--- src/rtl/cal_core_sched.sv ---
// cal_core_sched: row sequencer feeding one cal_core through a decode pass.
// For every check row it reads the H row and the A alpha beats from their
// memories, then streams them to cal_core (H_row + alpha_u_col beats). It waits
// for cal_core to finish each row and sweeps all I rows iter_num times.
//
// Ports:
//   clk, rst_n            clock, async active-low reset
//   start, iter_num       pass request (iter_num sampled when start accepted)
//   busy, done            pass in progress / one-cycle end-of-pass pulse
//   row_idx, iter_idx     row and iteration being issued or awaited
//   h_rd_en/h_addr/h_rdata  H memory port (1-cycle read latency)
//   a_rd_en/a_addr/a_rdata  alpha memory port (1-cycle read latency)
//   core_ready, core_done   cal_core row handshake
//   H_row*, alpha_u_col*    registered row stream to cal_core
module cal_core_sched #(
  parameter int J        = 14,
  parameter int I        = 7,
  parameter int A        = 2,
  parameter int MAX_ITER = 15,
  parameter int I_WIDTH  = $clog2(I) + 1,
  parameter int A_WIDTH  = $clog2(A) + 1,
  parameter int IT_WIDTH = $clog2(MAX_ITER) + 1
) (
  input  logic                clk,
  input  logic                rst_n,
  input  logic                start,
  input  logic [IT_WIDTH-1:0] iter_num,
  output logic                busy,
  output logic                done,
  output logic [I_WIDTH-1:0]  row_idx,
  output logic [IT_WIDTH-1:0] iter_idx,
  output logic                h_rd_en,
  output logic [I_WIDTH-1:0]  h_addr,
  input  logic [J-1:0]        h_rdata,
  output logic                a_rd_en,
  output logic [A_WIDTH-1:0]  a_addr,
  input  logic [J*8-1:0]      a_rdata,
  input  logic                core_ready,
  input  logic                core_done,
  output logic [J-1:0]        H_row,
  output logic                H_row_tvalid,
  output logic [J*8-1:0]      alpha_u_col,
  output logic                alpha_u_col_tvalid,
  output logic                alpha_u_col_tlast
);

  // FIN is the single done cycle; busy is still high there so that done and
  // busy drop together on the following edge.
  typedef enum logic [2:0] {IDLE, WAIT_RDY, FETCH, DRAIN, WAIT_DONE, FIN} state_t;

  state_t              state, state_n;
  logic [I_WIDTH-1:0]  row, row_n;
  logic [IT_WIDTH-1:0] iter, iter_n, iter_max, iter_max_n;
  logic [A_WIDTH-1:0]  k, k_n;

  // vld_pipe[1]: read data is on the memory outputs this cycle
  // vld_pipe[2]: beat is presented on the stream registers
  logic [2:1] vld_pipe;
  logic       last_d1, h_d1;

  always_ff @(posedge clk or negedge rst_n) begin
    if (!rst_n) begin
      state    <= IDLE;
      row      <= '0;
      iter     <= '0;
      iter_max <= '0;
      k        <= '0;
    end else begin
      state    <= state_n;
      row      <= row_n;
      iter     <= iter_n;
      iter_max <= iter_max_n;
      k        <= k_n;
    end
  end

  always_comb begin
    state_n    = state;
    row_n      = row;
    iter_n     = iter;
    iter_max_n = iter_max;
    k_n        = k;
    case (state)
      IDLE: if (start) begin
        if (iter_num == '0)                          iter_max_n = IT_WIDTH'(1);
        else if (iter_num > IT_WIDTH'(MAX_ITER))     iter_max_n = IT_WIDTH'(MAX_ITER);
        else                                         iter_max_n = iter_num;
        row_n   = '0;
        iter_n  = '0;
        state_n = WAIT_RDY;
      end
      WAIT_RDY: if (core_ready) begin
        k_n     = '0;
        state_n = FETCH;
      end
      FETCH: begin
        if (k == A_WIDTH'(A - 1)) state_n = DRAIN;
        else                      k_n     = k + 1'b1;
      end
      // Leave once the tlast beat is on the stream registers.
      DRAIN: if (vld_pipe[2] && alpha_u_col_tlast) state_n = WAIT_DONE;
      WAIT_DONE: if (core_done) begin
        if (row == I_WIDTH'(I - 1)) begin
          row_n = '0;
          if (iter == iter_max - IT_WIDTH'(1)) begin
            state_n = FIN;
          end else begin
            iter_n  = iter + 1'b1;
            state_n = WAIT_RDY;
          end
        end else begin
          row_n   = row + 1'b1;
          state_n = WAIT_RDY;
        end
      end
      FIN:     state_n = IDLE;
      default: state_n = IDLE;
    endcase
  end

  assign busy     = (state != IDLE);
  assign done     = (state == FIN);
  assign row_idx  = row;
  assign iter_idx = iter;
  assign a_rd_en  = (state == FETCH);
  assign a_addr   = k;
  assign h_rd_en  = (state == FETCH) && (k == '0);
  assign h_addr   = row;

  // Stream registers: load on the edge after rdata is valid. H is only read
  // on beat 0, so H_row is held while the remaining beats go out.
  always_ff @(posedge clk or negedge rst_n) begin
    if (!rst_n) begin
      vld_pipe          <= '0;
      last_d1           <= 1'b0;
      h_d1              <= 1'b0;
      alpha_u_col_tlast <= 1'b0;
      alpha_u_col       <= '0;
      H_row             <= '0;
    end else begin
      vld_pipe[1]       <= a_rd_en;
      vld_pipe[2]       <= vld_pipe[1];
      last_d1           <= a_rd_en && (k == A_WIDTH'(A - 1));
      h_d1              <= h_rd_en;
      alpha_u_col_tlast <= vld_pipe[1] && last_d1;
      if (vld_pipe[1]) alpha_u_col <= a_rdata;
      if (h_d1)        H_row       <= h_rdata;
    end
  end

  assign alpha_u_col_tvalid = vld_pipe[2];
  assign H_row_tvalid       = vld_pipe[2];

endmodule

--- config.mk ---
export PLATFORM = sky130hd
export DESIGN_NAME = cal_core_sched
export DESIGN_NICKNAME = d
export VERILOG_FILES = /design/src/rtl/cal_core_sched.sv
export SDC_FILE = /design/constraint.sdc
export NUM_CORES = 1
export LEC_CHECK = 0
export CAP_MARGIN = 25
export CELL_PAD_IN_SITES_DETAIL_PLACEMENT = 1
export CELL_PAD_IN_SITES_GLOBAL_PLACEMENT = 1
export CORE_MARGIN = 4
export CORE_UTILIZATION = 30
export CTS_BUF_LIST = sky130_fd_sc_hd__clkbuf_4
export DETAILED_ROUTE_END_ITERATION = 10
export GPL_TIMING_DRIVEN = 0
export PLACE_DENSITY = 0.72
export SYNTH_ARGS = -nofsm -noshare
export SYNTH_HDL_FRONTEND = slang
export SYNTH_SLANG_ARGS = --single-unit
--- constraint.sdc ---
create_clock -name clk -period 4.3 [get_ports clk]
set_input_delay 0.645 -clock clk [delete_from_list [all_inputs] [get_ports clk]]
set_output_delay 0.645 -clock clk [all_outputs]
set_load 0.02 [all_outputs]
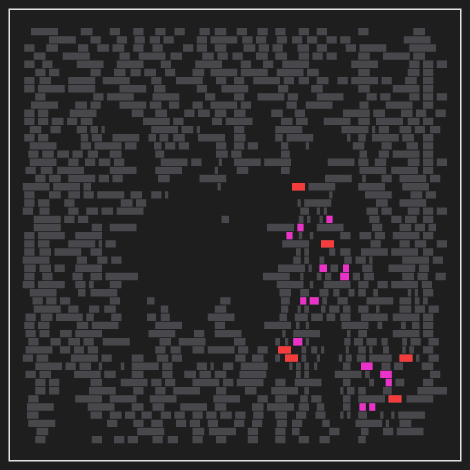
**Above:** run 1 (gate-type map).
Scale: 3 px per micron.
- AND and OR gates: magenta (cells 14)
- adder and majority cells: red (cells 6)
combinational share of cell area: 0.226
most numerous logic cell after layout: clkdlybuf4s50_1
Final Non-Filler Cells: 999

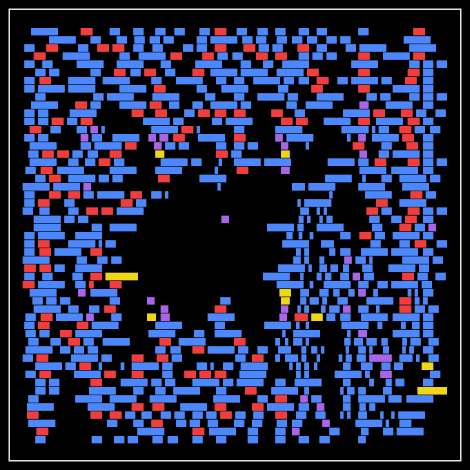
**Above:** run 1 (drive-strength map).
Scale: 3 px per micron.
- drive 2: red (cells 128; share 17%)
- drive 1 or less: blue (cells 565; share 77%)
- drive 6 and up: yellow (cells 9; share 1.2%)
- drive 3 to 4: purple (cells 32; share 4.4%)

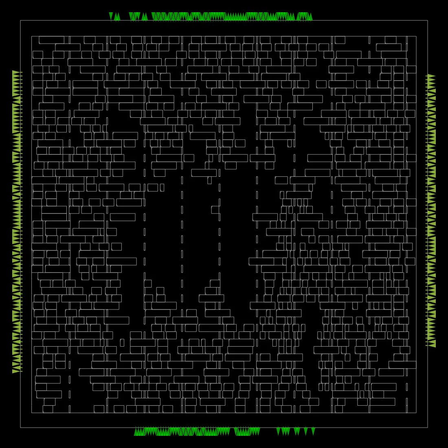
**Above:** run 1 (placement view).
flop count: 150
# Taps: 265

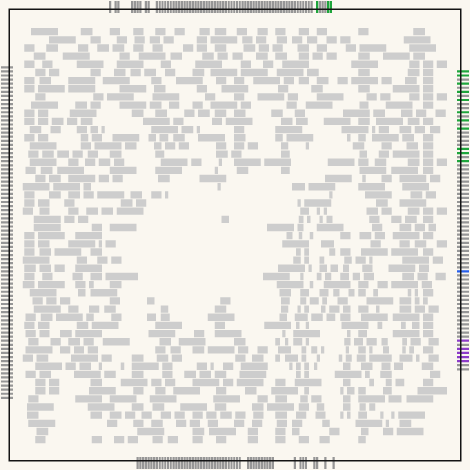
**Above:** run 1 (pin map).
Scale: 3 px per micron. Pins as bars across the die edge, other pins in gray.
- `busy`: blue (pins 1; direction output; edge east)
- `H_row`: green (pins 14; direction output; edge 11 east, 3 north)
- `iter_idx`: purple (pins 5; direction output; edge east)
# port buffers: 283
die height: 150 microns
Die X: 150 microns

==> flow_summary.yaml, run 1 <==
# synthesis and place-and-route metrics
status:
  run_status: "complete, no violations"
place:
  dp_slack_ns: 1.47
  dp_hpwl_mm: 14.6
clock_network:
  insertion_delay_ns: 0.53
  cts_tree: "built"
sta:
  hold_viol_final: 0
  worstMarginPinSlew_ns: 0.713
  hold_slack_ns: 0.0820
  slew_headroom: 0.525
  finalSetupViolCount: 0
  rsz0062_at_grt: "false"
worst_hold_path:
  hold_class: "input port to async pin"
floorplan:
  core_sq_um: 19700
final_layout:
  antenna_cells: 0
  largestClassByArea: "sequential cells"
  comb_area_sq_um: 2150
  final-clk-cell-share: 0.0285
critical_path:
  cp_slowest_stage_delay_ns: 0.64
  r2r_cells: 4
  rr_startpoint: "vld_pipe[1]"
  cp.arrival_ns: 2.69
  cp-start-kind: "flop"
  startpoint: "state[1]"
  crit_fanout: 10
synthesis:
  synth_area_sq_um: 6050
  yosys.area.top_type: "dfrtp_1"
  fp_nets: 560
  synth.distinct_cells: 45
power:
  ir_drop_mv: 0.366
  pwr-share-comb: 0.531
  power_leakage_uw: 0.00387
  power_clock_uw: 859
global_routing:
  grt_pass1_vias: 5249
  grt_pass1_wl_mm: 28.8
  grtUsageMet3: 0.0869
routing:
  drc: 0
  drtIter0Drc: 95
job:
  warnings: 28
## run 1: cell families after synthesis
logic type,synth area share
flip-flops,0.620
multiplexers,0.240
AND/OR/NAND/NOR,0.0587
AND-OR/OR-AND,0.0374
buffers and inverters,0.0242
adder cells (fa/ha/maj),0.0124
XOR/XNOR,0.00724
## run 1: registers in the layout (all words and copies together) (netlist names)
register           flops
H_row                 14
a_addr                 2
alpha_u_col          112
alpha_u_col_tlast      1
h_addr                 4
h_d1                   1
iter_idx               5
iter_max               5
last_d1                1
state                  3
vld_pipe               2
## run 1: worst reg2reg max path: cells and delay by family, from the launching register on
family	cells	cell delay (ns)
buffers and inverters	3	1.36
multiplexers	1	0.41
flip-flops	1	0.36
==> run 1 -> run 2 <==
clock period = 3.4 ns   (was 4.3 ns; I/O delays follow)
==> run 2 against run 1 <==
Effect of this change: worst hold slack improved by 0.30 ns; synthesized cell count did not move; combinational power rose by 26%; clock-buffer cell count did not move; sequential share of layout area fell by 0.052 points; sequential cell count did not move; first-iteration DRC count fell by 1.1%; final cell count rose by 0.10%; critical path type unchanged; critical endpoint unchanged; largest cell class unchanged.
==> flow_summary.yaml, run 2 <==
# synthesis and place-and-route metrics
status:
  run_status: "complete, no violations"
global_routing:
  grtUsageMet3: 0.0866
  grt_pass1_wl_mm: 28.8
power:
  power_clock_uw: 1090
place:
  dp_slack_ns: 0.708
clock_network:
  insertion_delay_ns: 0.53
final_layout:
  final_cells: 1000
  ff_count: 150
  reg_top3: "alpha_u_col x112, H_row x14"
  largest_register_ffs: 112
critical_path:
  startpoint: "state[1]"
  r2r_cells: 4
  cp_slowest_stage_delay_ns: 0.64
  crit_fanout: 10
sta:
  hold_viol_final: 0
  finalSetupViolCount: 0
  slew_headroom: 0.528
routing:
  drtIter0Drc: 94
  drc: 0
synthesis:
  fp_nets: 560
  synth_area_sq_um: 6050
floorplan:
  die_x_microns: 150
## run 2: cell types whose count changed in the layout (fill, tap and decap cells not counted), sizes merged
| cell | delta |
|---|---|
| dlygate4sd3 | +1 |
## run 2: critical path: cells and delay by family, from the launching register on
family | cells | cell delay (ns)
buf+inv | 2 | 0.97
simple gates | 3 | 0.68
flops | 1 | 0.43
## run 2: timing repair
item / CTS / global route
hold buffers: 1 / 0
endpoints found under the setup margin: 0 / 1
gates resized: 0 / 1
endpoints found under the hold margin: 65 / 0
## run 2: stage by stage
step	power [uW]	area (sq um)	setup TNS (ns)	hold slack (ns)	utilization
finish	8990	9530	0	0.384	0.485
global route	9540	9530	0	0.386	0.485
CTS	9140	9530	0	0.385	0.485
detailed placement	8020	9240	0	0.364	0.470
global placement	7850	9220	-628.45	0.359	0.469
floorplan	5590	6050	0	0.214	-
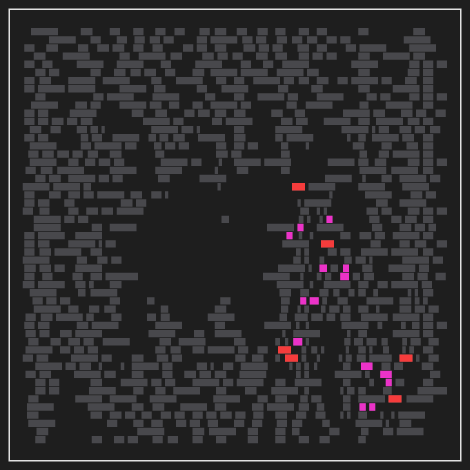
**Above:** run 2 (gate-type map).
Scale: 3 px per micron.
- adder and majority cells: red (cells 6)
- AND and OR gates: magenta (cells 14)

==> run 2 -> run 3 <==
CORE_MARGIN = 3   (was 4)
==> run 3 against run 2 <==
Effect of this change: sequential power is essentially flat; final cell count grew 0.10%; die size shrank 2.6%; sequential cell count is the same; clock power shrank 4%; design area shrank 0.16%; via count grew 1.1%; first-iteration DRC count shrank 3.2%; clock-buffer cell count is the same; critical path type unchanged.
==> flow_summary.yaml, run 3 <==
# synthesis and place-and-route metrics
final_layout:
  final-clk-cell-share: 0.0264
  final_cells: 1001
  largest_register_ffs: 112
  reg_top3: "alpha_u_col x112, H_row x14"
  final_design_area_no_fill_sq_um: 9510
place:
  dp_slack_ns: 0.713
  placed_area_sq_um: 9240
  dp_hpwl_mm: 14.4
clock_network:
  cts_resized: 0
  cts_tree: "built"
  insertion_delay_ns: 0.55
  ctsHoldBuffers: 1
synthesis:
  top_logic_kind: "multiplexers"
  synth.distinct_cells: 45
  synth_area_sq_um: 6050
  ys_sh_mux: 0.240
  synth-compound-area-share: 0.0374
  synthAdderAreaFrac: 0.0124
  simple_gate_share: 0.0587
  yosys.area.top_type: "dfrtp_1"
routing:
  drc: 0
  drtIter0Drc: 91
sta:
  hold_viol_final: 0
  worstMarginPinSlew_ns: 0.618
  hold_slack_ns: 0.393
critical_path:
  cp.arrival_ns: 2.62
  cp-start-kind: "flop"
power:
  power_leakage_uw: 0.00387
  power_clock_uw: 1050
status:
  run_status: "complete, no violations"
floorplan:
  core_sq_um: 19700
  fp.dieH_microns: 148
worst_hold_path:
  hold_class: "flop to flop"
global_routing:
  grt_pass1_vias: 5285
  grtUsageMet3: 0.0956
==> run 3: worst max-delay path: stages (launching register included) <==
cell	delay, ns
dfrtp_1	0.42
clkbuf_1	0.30
and2b_1	0.22
nor2b_2	0.29
and2_1	0.21
clkdlybuf4s50_1	0.64
==> run 3: per-layer routing <==
layer	routed length [microns]	vias up
met5	0	-
met4	300	0
met3	2380	22
met2	9160	208
met1	6690	2317
li1	-	2071
==> run 3: final timing paths <==
kind	start	to	slack (ns)	cells after the start
min	vld_pipe[1]	vld_pipe[2]	0.39	0
min reg2reg	vld_pipe[1]	vld_pipe[2]	0.39	0
max reg2reg	iter_idx[4]	iter_idx[0]	1.21	5
min in group asynchronous	rst_n	iter_idx[2]	0.50	2
max in group asynchronous	rst_n	alpha_u_col[28]	1.98	3
max	state[1]	h_rd_en	0.27	5
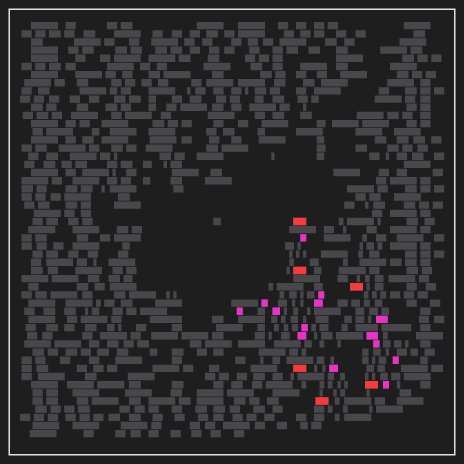
**Above:** run 3 (gate-type map).
Scale: 3 px per micron.
- adder and majority cells: red (cells 6)
- AND and OR gates: magenta (cells 14)


==> notes/layouts.md <==
Pictures saved along the way, in no particular order.

Nets reached from selected ports.
Scale: 2 px per micron.
(a)
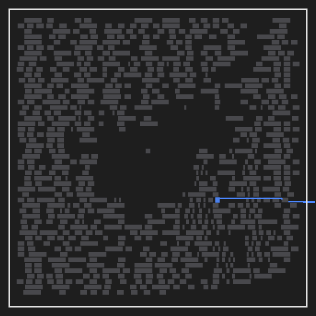
(b)
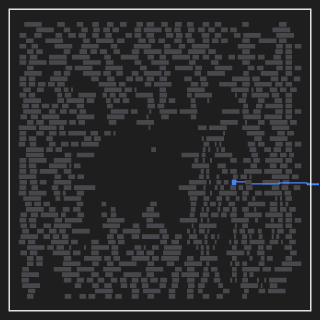
| picture | from |
|---|---|
| (a) | run 3 |
| (b) | run 2 |

Key to (a):
- `busy`: blue (direction output; edge east; end cells 1; wire 40.6 microns)

Power is estimated from default activity; no workload was simulated.
